--- src/rtl/button_event_scheduler_pkg.sv ---
// Shared types and helpers for the button event scheduler.
// Holds the FSM encoding, counter limits and the round-robin pointer step.
package button_scheduler_pkg;

   typedef enum logic {IDLE, OFFER} sched_state_t;

   localparam int unsigned CNT_WIDTH_DEF_C = 8;

   // All-ones seed; truncating it to the counter width gives the saturation value.
   localparam int unsigned CNT_MAX_C = 32'hFFFF_FFFF;

   function automatic int unsigned rr_next(input int unsigned ptr, input int unsigned n);
      return (ptr + 32'd1 >= n) ? 32'd0 : ptr + 32'd1;
   endfunction

endpackage

--- src/rtl/button_event_scheduler_rr_arbiter.sv ---
// Combinational rotate-priority selector.
// Picks the first requesting index at or above rr_ptr, wrapping around.
module button_rr_arbiter #(
   parameter int unsigned N_P    = 4,
   parameter int unsigned ID_W_P = 2
) (
   input  logic [N_P-1:0]    req,
   input  logic [ID_W_P-1:0] rr_ptr,
   output logic              gnt_valid,
   output logic [ID_W_P-1:0] gnt_id
);

   logic [ID_W_P-1:0] idx;

   always_comb begin
      gnt_valid = 1'b0;
      gnt_id    = '0;
      idx       = '0;
      for (int unsigned k = 0; k < N_P; k++) begin
         idx = ID_W_P'((32'(rr_ptr) + k) % N_P);
         if (!gnt_valid && req[idx]) begin
            gnt_valid = 1'b1;
            gnt_id    = idx;
         end
      end
   end

endmodule

--- src/rtl/button_event_scheduler.sv ---
// Turns button-core toggles into coalesced press events on a valid/ready stream,
// with round-robin fairness, per-button masking and sticky overflow flags.
module button_event_scheduler
   import button_scheduler_pkg::*;
#(
   parameter int unsigned NR_OF_BUTTONS_P = 4,
   parameter int unsigned CNT_WIDTH_P     = CNT_WIDTH_DEF_C,
   parameter int unsigned ID_WIDTH_P      = $clog2(NR_OF_BUTTONS_P)
) (
   input  logic                       clk,
   input  logic                       rst_n,
   input  logic [NR_OF_BUTTONS_P-1:0] btn_tgl,
   input  logic [NR_OF_BUTTONS_P-1:0] btn_mask,
   output logic                       evt_valid,
   input  logic                       evt_ready,
   output logic [ID_WIDTH_P-1:0]      evt_id,
   output logic [CNT_WIDTH_P-1:0]     evt_count,
   output logic [NR_OF_BUTTONS_P-1:0] ovf_flags,
   input  logic [NR_OF_BUTTONS_P-1:0] ovf_clr,
   output logic                       irq
);

   localparam logic [CNT_WIDTH_P-1:0] CNT_SAT = CNT_WIDTH_P'(CNT_MAX_C);

   sched_state_t state, state_nxt;

   logic [NR_OF_BUTTONS_P-1:0] tgl_q;
   logic [NR_OF_BUTTONS_P-1:0] press;
   logic [NR_OF_BUTTONS_P-1:0] req;
   logic [NR_OF_BUTTONS_P-1:0] take;
   logic [NR_OF_BUTTONS_P-1:0] sat_hit;
   logic [CNT_WIDTH_P-1:0]     cnt [NR_OF_BUTTONS_P];
   logic [ID_WIDTH_P-1:0]      rr_ptr;
   logic [ID_WIDTH_P-1:0]      gnt_id;
   logic                       gnt_valid;
   logic                       grant;
   logic                       handshake;

   // tgl_q follows masked buttons too, so unmasking never yields a phantom press.
   assign press = (btn_tgl ^ tgl_q) & ~btn_mask;

   always_comb begin
      req     = '0;
      sat_hit = '0;
      for (int unsigned i = 0; i < NR_OF_BUTTONS_P; i++) begin
         req[i]     = (cnt[i] != '0);
         sat_hit[i] = press[i] && !take[i] && (cnt[i] == CNT_SAT);
      end
   end

   button_rr_arbiter #(
      .N_P    (NR_OF_BUTTONS_P),
      .ID_W_P (ID_WIDTH_P)
   ) u_arb (
      .req       (req),
      .rr_ptr    (rr_ptr),
      .gnt_valid (gnt_valid),
      .gnt_id    (gnt_id)
   );

   always_ff @(posedge clk or negedge rst_n) begin
      if (!rst_n) begin
         state <= IDLE;
      end else begin
         state <= state_nxt;
      end
   end

   always_comb begin
      state_nxt = state;
      case (state)
         IDLE:    if (gnt_valid) state_nxt = OFFER;
         OFFER:   if (evt_valid && evt_ready) state_nxt = IDLE;
         default: state_nxt = IDLE;
      endcase
   end

   always_comb begin
      grant     = (state == IDLE) && gnt_valid;
      handshake = (state == OFFER) && evt_valid && evt_ready;
      take      = '0;
      if (grant) take[gnt_id] = 1'b1;
   end

   // The granted counter restarts at 1 when a press lands in the grant cycle.
   always_ff @(posedge clk or negedge rst_n) begin
      if (!rst_n) begin
         tgl_q     <= '0;
         ovf_flags <= '0;
         for (int unsigned i = 0; i < NR_OF_BUTTONS_P; i++) cnt[i] <= '0;
      end else begin
         tgl_q <= btn_tgl;
         for (int unsigned i = 0; i < NR_OF_BUTTONS_P; i++) begin
            if (take[i]) begin
               cnt[i] <= press[i] ? CNT_WIDTH_P'(1) : '0;
            end else if (press[i] && (cnt[i] != CNT_SAT)) begin
               cnt[i] <= cnt[i] + 1'b1;
            end
            if (sat_hit[i]) begin
               ovf_flags[i] <= 1'b1;
            end else if (ovf_clr[i]) begin
               ovf_flags[i] <= 1'b0;
            end
         end
      end
   end

   always_ff @(posedge clk or negedge rst_n) begin
      if (!rst_n) begin
         evt_valid <= 1'b0;
         evt_id    <= '0;
         evt_count <= '0;
         rr_ptr    <= '0;
      end else if (grant) begin
         evt_valid <= 1'b1;
         evt_id    <= gnt_id;
         evt_count <= cnt[gnt_id];
      end else if (handshake) begin
         evt_valid <= 1'b0;
         rr_ptr    <= ID_WIDTH_P'(rr_next(32'(evt_id), NR_OF_BUTTONS_P));
      end
   end

   assign irq = evt_valid;

endmodule

--- config.mk ---
export PLATFORM = sky130hd
export DESIGN_NAME = button_event_scheduler
export DESIGN_NICKNAME = d
export VERILOG_FILES = /design/src/rtl/button_event_scheduler_pkg.sv /design/src/rtl/button_event_scheduler_rr_arbiter.sv /design/src/rtl/button_event_scheduler.sv
export SDC_FILE = /design/constraint.sdc
export NUM_CORES = 1
export LEC_CHECK = 0
export ABC_AREA = 0
export CAP_MARGIN = 0
export CORE_UTILIZATION = 37
export CTS_BUF_LIST = sky130_fd_sc_hd__clkbuf_4 sky130_fd_sc_hd__clkbuf_8 sky130_fd_sc_hd__clkbuf_16
export DETAILED_ROUTE_END_ITERATION = 16
export PLACE_DENSITY = 0.6
export SKIP_CTS_REPAIR_TIMING = 1
export SLEW_MARGIN = 20
export SYNTH_ARGS = -nofsm -noshare
export SYNTH_HDL_FRONTEND = slang
export SYNTH_SLANG_ARGS = --single-unit
--- constraint.sdc ---
create_clock -name clk -period 6.5 [get_ports clk]
set_input_delay 1.3 -clock clk [delete_from_list [all_inputs] [get_ports clk]]
set_output_delay 1.3 -clock clk [all_outputs]
set_load 0.01 [all_outputs]
**Logic cells by family**

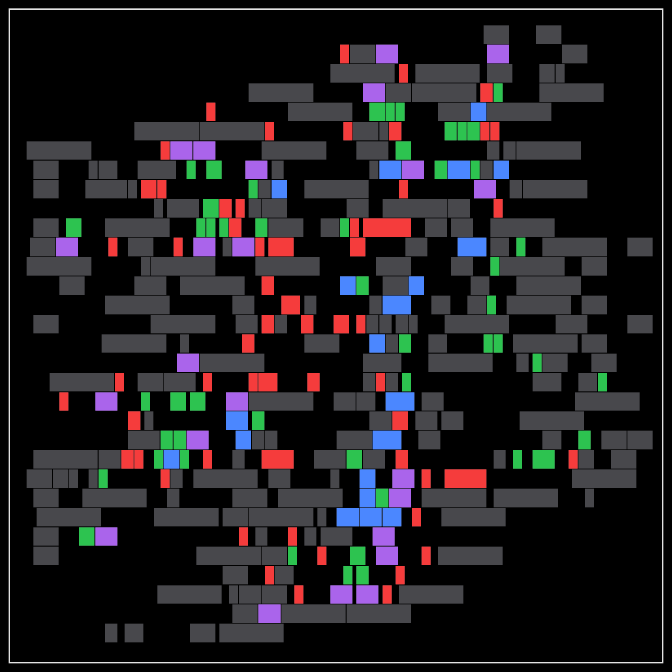
Green shows NAND gates, cells 49. Red shows NOR gates, cells 58. Blue shows AND and OR gates, cells 20. Purple shows XOR/XNOR gates, cells 23.
logic share of the area: 43.7%
number of standard cells in the layout, taps in and fillers out: 437
most frequently placed logic cell in the final layout: sky130_fd_sc_hd__dfrtp_1

**Routed clock nets over the placement**

Bar = 20 um.
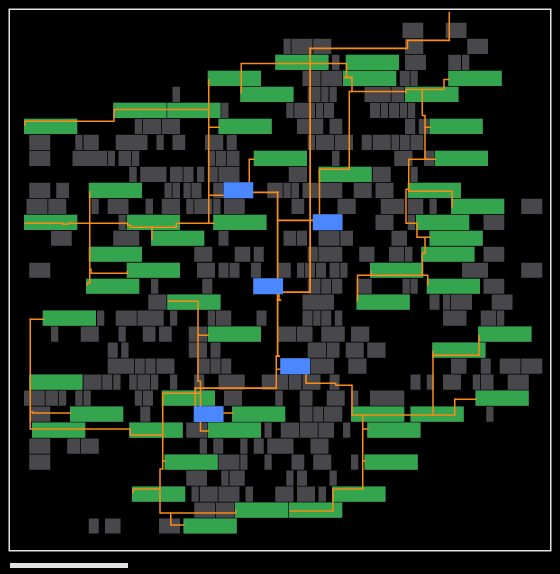
Green shows flip-flops, count 54. Blue shows clock drivers, count 5. Orange shows clock wires, length 667 um.
There are 6 routed clock nets. Position of the flops: widely spread.
clk pwr: 0.189 mW
clock skew after layout: 15.0 ps

==> design notes <==
Startpoint of the tightest hold check path: state. According to the floorplan report, the die height is 91.9 um. Register share of the cell area: 39.4%.

The type of the most critical hold path is reg -> reg. Yosys attributes the largest share of cell area to sky130_fd_sc_hd__dfrtp_1 (45%), sky130_fd_sc_hd__xor2_1 (5.0%), sky130_fd_sc_hd__nor2_1 (4.5%). The layout buffering overhead excluding clock cells works out to 8.83%.

The post-route cell area came out at 0.00343 mm2. During placement, the flow inserted port buffers numbering 30. The die width was 91.9 um; the combinational gate power was 0.563 mW. After layout, the buffer instance count without clock buffers stands at 31.

For the floorplan core area, the log shows 0.00777 mm2. The floorplan step defined a die boundary enclosing 0.00844 mm2. Per the Yosys statistics, synthesis produced 306 cells.

The run gives 306 for the synthesized netlist cell count. Startpoint-to-endpoint class of the critical path: reg -> reg. The clock net in this run drives a total of 54 sinks. Number of antenna violations at the first check in global routing: 0. Xor/xnor share of the synthesized area: 6.74%.

The run gives 0 as the tally of nets with antenna violations remaining after routing. Of all nets on the critical path, the largest fanout is 22. The final layout contains a sequential cell count of 54.

Per STA, the endpoint of the critical path is cnt[16]. The design received a total of 102 well taps at floorplan. The routability congestion estimate was 0.770; the layout overhead on the synthesized area was 14.8%. Per the final layout report, the fraction of cells sized above drive strength 1 comes to 7.46%. The power consumed by sequential cells is 0.554 mW.

The wire length on met1 was 3200 um. The worst setup path is launched from a flop. Entering global routing, the biggest net connects 55 pins. The flow ran to the end, and the final reports show no timing, DRC or antenna violations. Ranked by instance count, the synthesized netlist is headed by sky130_fd_sc_hd__dfrtp_1 (54), sky130_fd_sc_hd__nor2_1 (36), sky130_fd_sc_hd__nand2_1 (26), sky130_fd_sc_hd__inv_1 (17), sky130_fd_sc_hd__xor2_1 (17). Hold analysis lists the worst path endpoint as evt_valid. Across all stage logs, warnings added up to 30. The run gives 16.0% as the global routing usage summed across all routing layers. The largest registers in the layout are cnt (32), evt_count (8). Detailed placement ended at an HPWL of 4430 um.

The cell group occupying the most layout area was combinational gates. Slew at the pin closest to its max-slew limit: 867 ps. Endpoints failing hold in the final report were tallied at 0. For the normalized max-slew margin, the log shows 41.8%. For reference, the placement row count at floorplan is 32.

The static power due to leakage came out at 1.45 nW. The number of clock buffers added by TritonCTS is 5. After Yosys synthesis, full adders, half adders and majority gates account for 3.77% of the synthesized area. By area, the combinational part of the netlist is dominated by simple AND/OR/NAND/NOR gates.

After the last flow step, the layout net total stands at 358. STA puts the critical path data arrival time at 3550 ps. The most frequently used library cell after synthesis is sky130_fd_sc_hd__dfrtp_1.

For the final routed database, the setup TNS stands at 0 ps. The tightest hold path in the finished design has a slack of 499 ps. The number of global-route vias before repair came out at 2232. The tools report the clock root buffer master as sky130_fd_sc_hd__clkbuf_8.

Timing analysis after detailed placement gives a worst setup slack of 3090 ps. TritonRoute reported its final design rule violation total as 0. The share of the core area taken by cells at floorplan is 38.5%.

The logic depth of the worst path, buffers included was 9. The run gives 2.39% for the multiplexer fraction of the synthesized cell area. Counting flops with a built-in enable in the synthesized netlist gives 0. The top metal layer carrying routed signals was met4. TritonCTS built the clock tree.

Looking at the reg2reg group, the worst path starts from cnt[24]. The area fraction in compound gates after synthesis was 14.4%. The logs give 31 for the number of top-level design ports and 429 for the placed cell count. Per the CTS log, the buffer count on the longest clock path is 2. In the Yosys report, the sequential cells make up 45.2% of the chip area. The via count of the routed design came out at 2312. In the finished design, the share of the clock period the worst path needs comes to 51.2%. The proportion of total power due to net switching is 42.2%, and the summed instance area of the synthesized netlist is 0.00299 mm2.

The maximum VDD drop came out at 129 uV. Across the run, the number of max-cap violations was 0. For the share of power burned in combinational logic, the log shows 43.1%. The run gives 45.2% for the share of the synthesized area in the top cell type. The worst stage delay on the critical path came out at 630 ps.
**Sequential cells grouped by signal name**

Bar = 20 um. Other sequential cells in the stronger gray, the rest of the logic in the fainter gray.
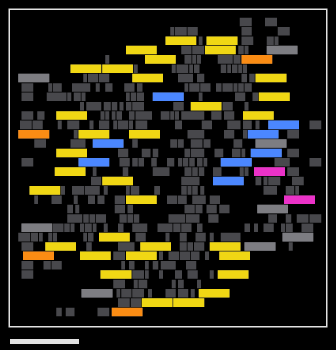
Magenta shows `rr_ptr`, flops 2. Blue shows `evt_count`, flops 8. Yellow shows `cnt`, flops 32. Orange shows `tgl_q`, flops 4.

**Congestion heat map**

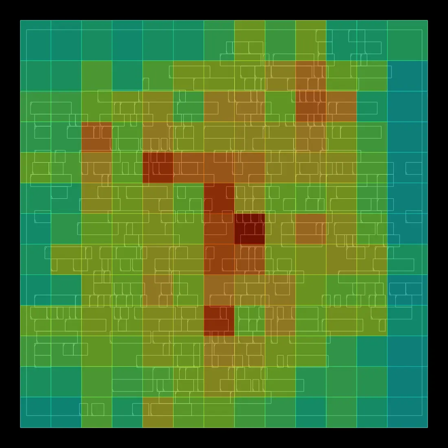
M2 GR Usage: 24.3%
most utilized layer in the global route result: met2
global-route met1 utilization: 23.7%
final core utilization: 44.2%
routed wire length per instance: 14.2 um

No activity file was given, so power comes from the tool's default toggle rates.
